==> config.mk <==
export PLATFORM = sky130hd
export DESIGN_NAME = keypad_event_fifo
export DESIGN_NICKNAME = d
export VERILOG_FILES = /design/src/rtl/keypad_event_fifo.sv
export SDC_FILE = /design/constraint.sdc
export NUM_CORES = 1
export LEC_CHECK = 0
export CAP_MARGIN = 10
export CORE_ASPECT_RATIO = 0.75
export CORE_UTILIZATION = 59
export CTS_CLUSTER_SIZE = 12
export DETAILED_ROUTE_END_ITERATION = 10
export GPL_TIMING_DRIVEN = 0
export PLACE_DENSITY_LB_ADDON = 0.15
export SYNTH_ARGS = -nofsm -noshare
export SYNTH_HDL_FRONTEND = slang
export SYNTH_SLANG_ARGS = --single-unit
==> constraint.sdc <==
create_clock -name clk -period 4.6 [get_ports clk]
set_clock_uncertainty 0.1 [all_clocks]
set_input_delay 0.46 -clock clk [delete_from_list [all_inputs] [get_ports clk]]
set_output_delay 0.46 -clock clk [all_outputs]
set_load 0.05 [all_outputs]
==> src/rtl/keypad_event_fifo.sv <==
// keypad_event_fifo: debounces scanner key levels into one key-down event per press and queues them for CPU pop-on-read
// Define KEYPAD_FIFO_REPEAT_EN to build auto-repeat events while a key stays held.
module keypad_event_fifo #(
  parameter int          DEPTH        = 8,
  parameter logic [19:0] DEBOUNCE_CYC = 20'd4
`ifdef KEYPAD_FIFO_REPEAT_EN
  ,
  parameter logic [23:0] REPEAT_DELAY  = 24'd8,
  parameter logic [23:0] REPEAT_PERIOD = 24'd4
`endif
) (
  input  logic       clk,
  input  logic       rst_n,
  input  logic [3:0] key_val,
  input  logic       key_press,
  input  logic       rd_en,
  input  logic       clr_ovf,
  output logic [7:0] rd_data,
  output logic [6:0] count,
  output logic       empty,
  output logic       full,
  output logic       overflow,
  output logic       event_pulse
);
  localparam int AW = $clog2(DEPTH);
  typedef enum logic [1:0] {IDLE, PRESS_WAIT, HELD, RELEASE_WAIT} state_t;
  state_t state, state_n;
  logic [4:0] sync1, sync2, prev;
  logic [19:0] stab_cnt;
  logic [3:0] cap, cap_n;
  logic [3:0] mem [DEPTH];
  logic [AW-1:0] wr_ptr, rd_ptr, nh;
  logic [6:0] cnt_n;
  logic [7:0] rd_n;
  logic chg, stable, push, do_pop, wr, drop;
  wire s_press = sync2[4];
  wire [3:0] s_val = sync2[3:0];
  assign chg = sync2 != prev;
  assign stable = !chg && stab_cnt >= DEBOUNCE_CYC - 20'd1;
  always_ff @(posedge clk or negedge rst_n)
    if (!rst_n) begin
      sync1 <= '0;
      sync2 <= '0;
      prev <= '0;
      stab_cnt <= '0;
      state <= IDLE;
      cap <= '0;
    end else begin
      sync1 <= {key_press, key_val};
      sync2 <= sync1;
      prev <= sync2;
      stab_cnt <= chg ? '0 : (&stab_cnt ? stab_cnt : stab_cnt + 20'd1);
      state <= state_n;
      cap <= cap_n;
    end
`ifdef KEYPAD_FIFO_REPEAT_EN
  logic [23:0] rep_cnt;
  logic rep_first, rep_hit;
  assign rep_hit = state == HELD && s_press &&
                   rep_cnt == (rep_first ? REPEAT_DELAY : REPEAT_PERIOD) - 24'd1;
  // Counter only restarts on a fresh press; release bounces back into HELD keep its phase.
  always_ff @(posedge clk or negedge rst_n)
    if (!rst_n) begin
      rep_cnt <= '0;
      rep_first <= 1'b1;
    end else if (state == PRESS_WAIT && state_n == HELD) begin
      rep_cnt <= '0;
      rep_first <= 1'b1;
    end else if (state == HELD && s_press) begin
      rep_cnt <= rep_hit ? '0 : rep_cnt + 24'd1;
      rep_first <= rep_hit ? 1'b0 : rep_first;
    end
`endif
  always_comb begin
    state_n = state;
    cap_n = cap;
    push = 1'b0;
    case (state)
      IDLE: if (s_press) begin
        state_n = PRESS_WAIT;
        cap_n = s_val;
      end
      PRESS_WAIT: if (!s_press || s_val != cap) state_n = IDLE;
        else if (stable) begin
          state_n = HELD;
          push = 1'b1;
        end
      HELD: begin
        if (!s_press) state_n = RELEASE_WAIT;
`ifdef KEYPAD_FIFO_REPEAT_EN
        push = rep_hit;
`endif
      end
      RELEASE_WAIT: state_n = s_press ? HELD : (stable ? IDLE : RELEASE_WAIT);
      default: state_n = IDLE;
    endcase
  end
  assign do_pop = rd_en && count != 7'd0;
  assign wr = push && (!full || do_pop);
  assign drop = push && full && !do_pop;
  assign cnt_n = count + 7'(wr) - 7'(do_pop);
  assign nh = rd_ptr + 1'b1;
  // Show-ahead head: a push into a one-entry FIFO being popped bypasses the memory.
  assign rd_n = cnt_n == 7'd0 ? 8'h00 :
                count == 7'd0 ? {4'h8, cap} :
                do_pop ? {4'h8, (wr && nh == wr_ptr) ? cap : mem[nh]} : rd_data;
  always_ff @(posedge clk)
    if (wr) mem[wr_ptr] <= cap;
  always_ff @(posedge clk or negedge rst_n)
    if (!rst_n) begin
      wr_ptr <= '0;
      rd_ptr <= '0;
      count <= '0;
      rd_data <= 8'h00;
      overflow <= 1'b0;
      event_pulse <= 1'b0;
    end else begin
      wr_ptr <= wr ? wr_ptr + 1'b1 : wr_ptr;
      rd_ptr <= do_pop ? nh : rd_ptr;
      count <= cnt_n;
      rd_data <= rd_n;
      overflow <= drop ? 1'b1 : (clr_ovf ? 1'b0 : overflow);
      event_pulse <= push;
    end
  assign empty = count == 7'd0;
  assign full = count == 7'(DEPTH);
endmodule

Cell area per tile:
Drawn at 4 px/um. The die is cut into 10 by 8 equal tiles; dark blue is low, red is high, 0 to 100% covered.
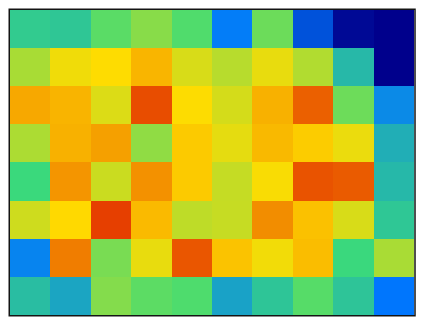
fullest tile: 93%
emptiest ninth of the die: north-east
nearly empty tiles: 3.7%
tiles over 75% full: 31%
mean over tiles: 62%
initial core utilization: 62.3%
Util after Layout: 70.4%
core area: 6960 um2

Congestion heat map:
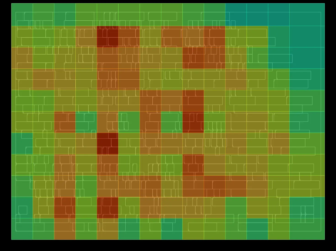
Routed wire per std cell: 16.3 um
met3 usage: 5.14%
GR Layer Usage met2: 35.4%

Nets reached from selected ports:
Drawn at 3 px/um.
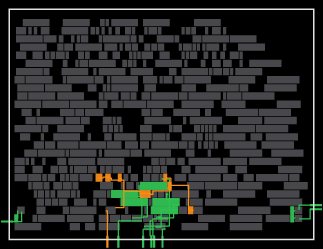
[`rd_en`] orange | direction: input | end cells: 8 | buffers: 1 | wire: 71.6 um
[`rd_data`] green | direction: output | end cells: 8 | buffers: 8 | wire: 148 um
IO Pins: 28
port bufs: 24

Clock wires, drivers and flops:
Drawn at 4 px/um.
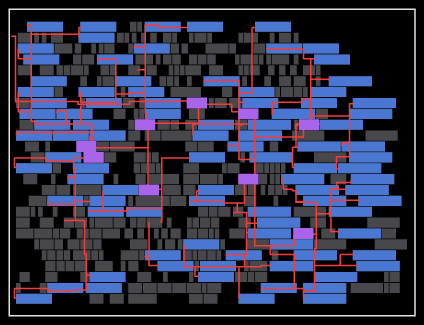
[clock drivers] purple | count: 9
[flip-flops] blue | count: 93
[clock wires] red | length: 952 um
flops lie: widely spread
routed clock nets: 10
Worst-Skew Late Latency: 350 ps
Clk pwr share: 18.4%
Clock Power: 0.484 mW

==> job_summary.md <==
## Synthesis and layout report

| Metric | Value |
|---|---|
| Status | `complete, no violations` |
| Critical R2R Launch | `cap[0]` |
| Count of tool warnings | `29` |
| Ratio of cells with drive above 1 in the final layout | `between 10% and 20%` |
| H-tree levels | `3` |
| Full die area | `between 7000 and 8000 um2` |
| Drc violations | `0` |
| Vias in the first global route | `2776` |
| Reg2reg setup slack | `about 530 ps` |
| Cell total in the yosys stat output | `approximately 350` |
| Worst reg2reg path endpoint | `rd_data[2]` |
| Achievable frequency | `0.245 GHz` |
| Syn_area_per_cell | `between 10 and 15 um2` |
| CP Launch Type | `flop` |
| Syn Inst Count | `~350` |
| Chip Area, Yosys | `roughly 4300 um2` |
| Final wirelength | `just under 8 mm` |
| Syn-to-layout area delta | `12.9%` |
| Post-CTS Setup Bufs | `0` |
| Routed wl met3 | `411 um` |
| Initial DRC count | `about 160` |
| Post-detail-place hpwl | `a little under 6 mm` |
[cell families after synthesis]
kind of cell	Yosys count	synth area share [%]
simple gates	131	17.8
flops	93	57.3
xor+xnor	33	6.83
compound gates	29	4.38
buf+inv	28	2.74
mux	19	6.92
fa+ha+maj	13	3.92
other cells	1	0.0864
[cell usage after synthesis, drive strengths merged (2+ instances only)]
library cell | count | area [um2]
clkbuf | 2 | 7.51
a21oi | 6 | 30.0
mux2 | 8 | 90.1
mux2i | 3 | 30.0
and4 | 2 | 17.5
or4 | 2 | 22.5
xor2 | 10 | 95.1
nand3 | 8 | 52.6
nor4b | 3 | 41.3
nor2 | 36 | 135
or3 | 2 | 13.8
o31ai | 2 | 15.0
nand2 | 25 | 93.8
o21ai | 5 | 25.0
nor4 | 14 | 130
a311oi | 2 | 17.5
ha | 12 | 150
o21a | 2 | 15.0
o21bai | 2 | 15.0
nor3 | 18 | 106
nand4 | 8 | 71.3
a31oi | 3 | 18.8
a211oi | 3 | 22.5
dfrtp | 61 | 1530
xnor2 | 23 | 201
edfxtp | 32 | 961
mux4 | 8 | 180
nand2b | 6 | 37.5
buf | 8 | 43.8
nor3b | 2 | 15.0
and2 | 2 | 12.5
inv | 18 | 67.6
[registers in the layout, indices dropped and copies added, names as in the netlist]
signal and flops:
sync1 5, cap 4, event_pulse 1, overflow 1, rd_data 5, count 7, mem 32, rd_ptr 3
prev 5, sync2 5, state 2, stab_cnt 20, wr_ptr 3
[report_power, final]
group / switching [mW] / internal, mW / total [mW] / leakage, nW
Clock: 0.283 / 0.200 / 0.484 / 0.0820
Combinational: 0.648 / 0.453 / 1.10 / 0.739
Sequential: 0.0811 / 0.956 / 1.04 / 1.05
Total: 1.01 / 1.61 / 2.62 / 1.87
[worst register-to-register path: stages (launching register included)]
cell and delay, ps:
dfrtp_1 510, xor2_1 220, nor4_4 220, nand4_4 190
or3_2 550, nand3_1 180, nand2_1 80, ha_1 210
fa_1 440, a211o_1 320, a31oi_1 190, o21bai_1 100
xnor2_1 150, and4_1 250, nor4_1 270
[routing by layer]
metal	vias to the layer above	GRT usage [%]
met4	0	5.22
met3	11	5.14
met5	-	0
li1	1312	-
met1	1373	34.9
met2	74	35.4
[metrics by stage]
| stage | instance area [um2] | instances | setup WS (ps) |
|---|---|---|---|
| after CTS | 4900 | 488 | 532 |
| after global routing | 4900 | 488 | 169 |
| after floorplan | 4350 | 349 | 965 |
| final | 4900 | 488 | 526 |
| after detailed placement | 4730 | 472 | 555 |
| after global placement | 4710 | 471 | 576 |
[worst max path at each step]
stage | startpoint | to | slack [ps] | cells after the start
6_report | cap[0] | rd_data[2] | 530 | 14
5_1_grt | cap[0] | rd_data[2] | 170 | 14
3_3_place_gp | cap[0] | rd_data[0] | 580 | 14
3_5_place_dp | cap[0] | rd_data[2] | 560 | 14
2_1_floorplan | cap[0] | rd_data[2] | 960 | 14
4_1_cts | cap[0] | rd_data[2] | 530 | 14
[cell type report]
class                      instances  area, um2
timing repair buffer              25        255
sequential                        93       2490
multi-input combinational        228       1740
inverter                          18       67.6
tap                               98        123
fill                             497       2060
clock buffer                      10        128
clock inverter                     6       47.5
buffer                            10       51.3
Power and IR drop assume default switching activity.
